--- src/rtl/clk_gate_ctrl.sv ---
// Clock-buffer enable sequencer: wakes the shared gated clock on request,
// grants only after a fixed settle time, and holds it for an idle hysteresis.
module clk_gate_ctrl #(
  parameter int NREQ     = 4,
  parameter int WAKE_CYC = 2,
  parameter int IDLE_CYC = 4
) (
  input  logic            clk_in,
  input  logic            rst,
  input  logic [NREQ-1:0] req,
  input  logic            force_on,
  output logic            gate_en,
  output logic [NREQ-1:0] ack,
  output logic            clk_on,
  output logic [1:0]      state,
  output logic [7:0]      wake_cnt
);

  typedef enum logic [1:0] {
    ST_OFF  = 2'd0,
    ST_WAKE = 2'd1,
    ST_ON   = 2'd2,
    ST_IDLE = 2'd3
  } state_t;

  localparam logic [3:0] WAKE_RELOAD = 4'(WAKE_CYC - 1);
  localparam logic [3:0] IDLE_RELOAD = 4'(IDLE_CYC - 1);
  localparam bit PARAMS_OK = (NREQ >= 1) && (NREQ <= 8) &&
                             (WAKE_CYC >= 1) && (WAKE_CYC <= 15) &&
                             (IDLE_CYC >= 1) && (IDLE_CYC <= 15);

  state_t          state_q, state_d;
  logic [3:0]      cnt_q, cnt_d;
  logic            gate_en_q, gate_en_d;
  logic [NREQ-1:0] ack_q, ack_d;
  logic            clk_on_q, clk_on_d;
  logic [7:0]      wake_cnt_q, wake_cnt_d;

  logic any_req;
  logic any;

  assign any_req = |req;
  assign any     = any_req | force_on;

  // Only a real requester moves the block into ON; force_on alone parks it in
  // WAKE/IDLE so the clock runs with nobody granted.
  always_comb begin
    state_d    = state_q;
    cnt_d      = cnt_q;
    ack_d      = '0;
    wake_cnt_d = wake_cnt_q;
    unique case (state_q)
      ST_OFF: begin
        if (any) begin
          state_d = ST_WAKE;
          cnt_d   = WAKE_RELOAD;
          if (wake_cnt_q != 8'hFF) wake_cnt_d = wake_cnt_q + 8'd1;
        end
      end
      ST_WAKE: begin
        if (cnt_q != 4'd0) begin
          cnt_d = cnt_q - 4'd1;
        end else if (any_req) begin
          state_d = ST_ON;
          ack_d   = req;
        end else begin
          state_d = ST_IDLE;
          cnt_d   = IDLE_RELOAD;
        end
      end
      ST_ON: begin
        if (any_req) begin
          ack_d = req;
        end else begin
          state_d = ST_IDLE;
          cnt_d   = IDLE_RELOAD;
        end
      end
      ST_IDLE: begin
        // A request on the expiry edge still wins over the shutdown.
        if (any_req) begin
          state_d = ST_ON;
          ack_d   = req;
        end else if (force_on) begin
          cnt_d = IDLE_RELOAD;
        end else if (cnt_q != 4'd0) begin
          cnt_d = cnt_q - 4'd1;
        end else begin
          state_d = ST_OFF;
        end
      end
      default: state_d = ST_OFF;
    endcase
    gate_en_d = (state_d != ST_OFF);
    clk_on_d  = (state_d == ST_ON) || (state_d == ST_IDLE);
  end

  always_ff @(posedge clk_in or posedge rst) begin
    if (rst) begin
      state_q    <= ST_OFF;
      cnt_q      <= 4'd0;
      gate_en_q  <= 1'b0;
      ack_q      <= '0;
      clk_on_q   <= 1'b0;
      wake_cnt_q <= 8'd0;
    end else begin
      state_q    <= state_d;
      cnt_q      <= cnt_d;
      gate_en_q  <= gate_en_d;
      ack_q      <= ack_d;
      clk_on_q   <= clk_on_d;
      wake_cnt_q <= wake_cnt_d;
    end
  end

  assign gate_en  = gate_en_q;
  assign ack      = ack_q;
  assign clk_on   = clk_on_q;
  assign state    = state_q;
  assign wake_cnt = wake_cnt_q;

  param_legal: assert property (@(posedge clk_in) PARAMS_OK)
    else $error("clk_gate_ctrl: parameter out of legal range");

endmodule
--- config.mk ---
export PLATFORM = sky130hd
export DESIGN_NAME = clk_gate_ctrl
export DESIGN_NICKNAME = d
export VERILOG_FILES = /design/src/rtl/clk_gate_ctrl.sv
export SDC_FILE = /design/constraint.sdc
export NUM_CORES = 1
export LEC_CHECK = 0
export CELL_PAD_IN_SITES_DETAIL_PLACEMENT = 1
export CELL_PAD_IN_SITES_GLOBAL_PLACEMENT = 1
export CORE_ASPECT_RATIO = 1.1
export CORE_UTILIZATION = 41
export CTS_CLUSTER_SIZE = 28
export DETAILED_ROUTE_END_ITERATION = 10
export GPL_ROUTABILITY_DRIVEN = 0
export PLACE_DENSITY_LB_ADDON = 0.1
export SLEW_MARGIN = 20
export SYNTH_ARGS = -nofsm -noshare
export SYNTH_HDL_FRONTEND = slang
export SYNTH_SLANG_ARGS = --single-unit
export TNS_END_PERCENT = 20
--- constraint.sdc ---
create_clock -name clk_in -period 5.34 [get_ports clk_in]
set_input_delay 1.068 -clock clk_in [delete_from_list [all_inputs] [get_ports clk_in]]
set_output_delay 1.068 -clock clk_in [all_outputs]
set_load 0.02 [all_outputs]
==> flow_summary.json, run 1 <==
{
  "outcome": "finished clean",
  "dpl_cell_area_sq_um": 1314,
  "slew_violations": 0,
  "pwr-share-clk_pct": 26.0,
  "worstMarginPinSlew_ns": 0.7849,
  "postCtsSetupBuffers": 0,
  "cts.sinks": 20,
  "grt_usage_pct": 19.45,
  "ir_worst_vdd_v": 0.0001320,
  "placed_cells": 152,
  "clockBufferCount": 3,
  "setup_viol": 0,
  "final_cells": 155,
  "min_path_type": "register to register",
  "finalHoldViolations": 0,
  "grt_use_met3_pct": 3.552,
  "cts.clk_slew.worst_paths_ns": 0.11,
  "seq_area_sq_um": 500.5,
  "p_int_uw": 202.5,
  "diodes": 0,
  "clk_share_pct": 1.685,
  "vias_per_cell": 5.529,
  "overflow": 0,
  "rows": 19,
  "area_growth_pct": 23.47,
  "pin_count": 23,
  "synth_cells": 104,
  "buf_share_pct": 16.48,
  "postRouteAntennaNets": 0,
  "fin_ws_ns": 2.671,
  "arrival_ns": 1.60,
  "top_cell": "dfrtp_1",
  "clock_latency_ns": 0.30,
  "first_pass_iters": 4,
  "fp.dieW_um": 50.99,
  "nNonClkInverters": 3,
  "r2r_start": "cnt_q[0]",
  "worst_path_largest_cell_delay_ns": 0.69,
  "ys_sh_aoi_pct": 14.45,
  "drv_cap": 0,
  "timing.fmax_mhz": 374.7,
  "async_flop_share_pct": 100.0,
  "xor_share_pct": 5.665,
  "slowest_stage": "clkdlybuf4s50_1",
  "relSlewSlack_pct": 47.62,
  "rsz0062_at_grt": "false",
  "use_met2_pct": 33.65,
  "grt_busiest_layer": "met2",
  "coreArea_sq_um": 2496,
  "required_ns": 4.27,
  "die_area_sq_um": 2849,
  "cts_hold_buffers": 0,
  "mi_logic_area_sq_um": 543.0,
  "worstReg2RegEnd": "cnt_q[2]",
  "cp_top_family": "buffers and inverters",
  "crit_type": "register to primary output",
  "p_comb_uw": 37.4,
  "grt_pass1_vias": 941,
  "die_h_um": 55.89,
  "top_layer_used": "met4",
  "ys_area_sq_um": 1082,
  "top_area_cell": "dfrtp_1",
  "lay_top_count": "clkdlybuf4s50_1",
  "taps": 31,
  "dr_total_vias": 857,
  "wl_per_cell_um": 15.08,
  "powerSeq_uw": 164,
  "signal_buffers": 22,
  "hpwl_um": 1781,
  "ctsResizeCount": 0,
  "sh_comb_area_pct": 40.64,
  "critPathMaxFanout": 14,
  "post_synth_most_frequent_cells": "dfrtp_1 (20), nand2_1 (8), xor2_1 (7)",
  "cp-startpoint": "state[1]",
  "grt_pass1_wl_um": 4195,
  "crit_end": "state[1]",
  "design.seq.count": 20,
  "synth_warnings": 0,
  "drt_iter0_drc": 18,
  "root_buffer": "clkbuf_4",
  "num-multi-input-gates": 76,
  "cts_made_buffers": 3,
  "largestClassByArea": "multi-input combinational cells",
  "ys.flop_type": "dfrtp_1",
  "p_comb_share_pct": 13.7,
  "finalClockPeriodUsage_pct": 49.98,
  "hold_path_depth": 1
}
Fig. 1: run 1, sequential cells grouped by signal name
Other sequential cells in the stronger grey, the rest of the logic in the fainter grey.
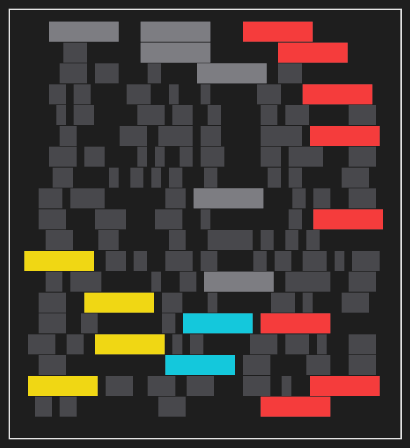
red -> wake_cnt  # placed flops 8
yellow -> ack  # placed flops 4, where bottom left
cyan -> state  # placed flops 2
not coloured = 6

Fig. 2: run 1, port wiring
The bar under the picture is 20 um long.
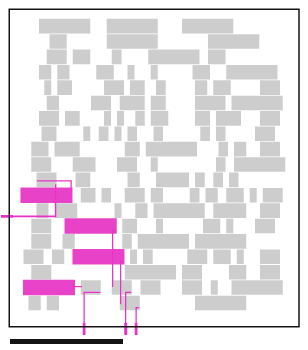
magenta -> ack  # bits 4, direction output, end cells 4, buffers 4, wire 59.1 um

Fig. 3: run 1, the metal 2 layer
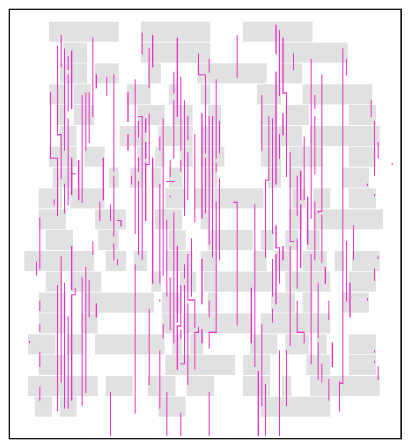
share of all routed wire = 54%
main direction = vertical

--- run 2 (diff from run 1) ---
--- a/config.mk
+++ b/config.mk
@@ -8,7 +8,7 @@
 export CELL_PAD_IN_SITES_DETAIL_PLACEMENT = 1
 export CELL_PAD_IN_SITES_GLOBAL_PLACEMENT = 1
 export CORE_ASPECT_RATIO = 1.1
-export CORE_UTILIZATION = 41
+export CORE_UTILIZATION = 38
 export CTS_CLUSTER_SIZE = 28
 export DETAILED_ROUTE_END_ITERATION = 10
 export GPL_ROUTABILITY_DRIVEN = 0
==> constraint.sdc (replaced) <==
create_clock -name clk_in -period 2.6 [get_ports clk_in]
set_input_delay 0.52 -clock clk_in [delete_from_list [all_inputs] [get_ports clk_in]]
set_output_delay 0.52 -clock clk_in [all_outputs]
set_load 0.02 [all_outputs]
Fig. 4: run 2, the metal 2 layer
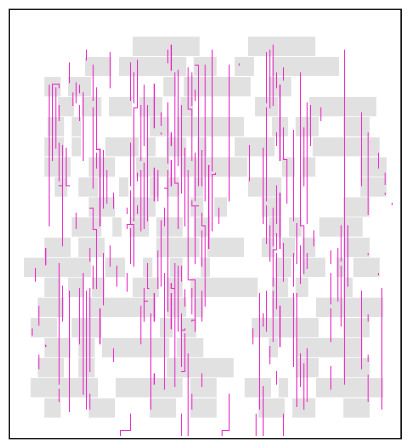
longest straight run = 45.2 um
main direction = vertical

Fig. 5: run 2, port wiring
The bar under the picture is 20 um long.
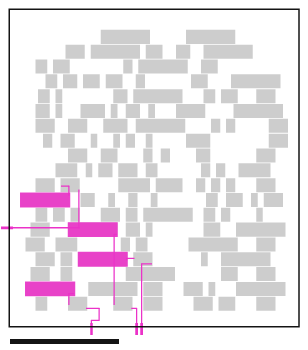
magenta -> ack  # bits 4, direction output, end cells 4, buffers 4, wire 63.6 um

==> run 2 against run 1 <==
Net effect: register-to-register slack worse by 2.7 ns; final cell count is 0.65% higher; critical path depth is the same; setup slack got worse by 2.2 ns; critical endpoint unchanged; total power is 120% higher; die size up 7.6%; count of clock-buffer cells in the layout increased by 1; largest cell class unchanged.
==> flow_summary.json, run 2 <==
{
  "ir_worst_vdd_v": 0.0002699,
  "design.seq.count": 20,
  "postRouteAntennaNets": 0,
  "outcome": "finished clean",
  "grt_usage_pct": 18.09,
  "pin_count": 23,
  "largestClassByArea": "multi-input combinational cells",
  "slew_violations": 0,
  "p_int_uw": 447.7,
  "vias_per_cell": 5.641,
  "clockBufferCount": 4,
  "cts.sinks": 20,
  "synth_warnings": 0,
  "grt_use_met3_pct": 3.412,
  "use_met2_pct": 31.83,
  "taps": 31,
  "top_cell": "dfrtp_1",
  "timing.fmax_mhz": 466.3,
  "setup_viol": 0,
  "fin_ws_ns": 0.4556,
  "ys_area_sq_um": 1082,
  "cts.clk_slew.worst_paths_ns": 0.12,
  "placed_cells": 152,
  "ys_sh_aoi_pct": 14.45,
  "worstReg2RegEnd": "cnt_q[1]",
  "grt_busiest_layer": "met2",
  "slowest_stage": "clkdlybuf4s50_1",
  "async_flop_share_pct": 100.0,
  "wl_per_cell_um": 15.80,
  "crit_type": "register to primary output",
  "num-multi-input-gates": 76,
  "buf_share_pct": 16.31,
  "min_path_type": "register to register",
  "ctsResizeCount": 0,
  "r2r_start": "cnt_q[0]",
  "rows": 19,
  "top_layer_used": "met4",
  "sh_comb_area_pct": 40.22,
  "arrival_ns": 1.62,
  "die_h_um": 57.97,
  "grt_pass1_vias": 908,
  "top_area_cell": "dfrtp_1",
  "overflow": 0,
  "relSlewSlack_pct": 48.64,
  "finalClockPeriodUsage_pct": 82.48
}
Fig. 6: run 2, the metal 1 layer
Supply wires on this layer in grey.
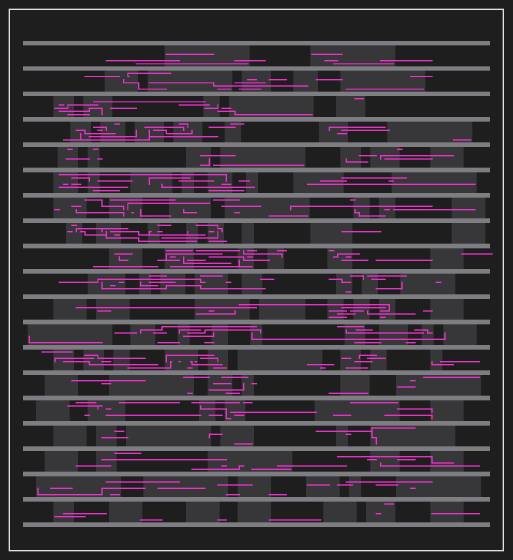
share of all routed wire = 43%
nets with wire on the layer = 111

Power is estimated from default activity; no workload was simulated.
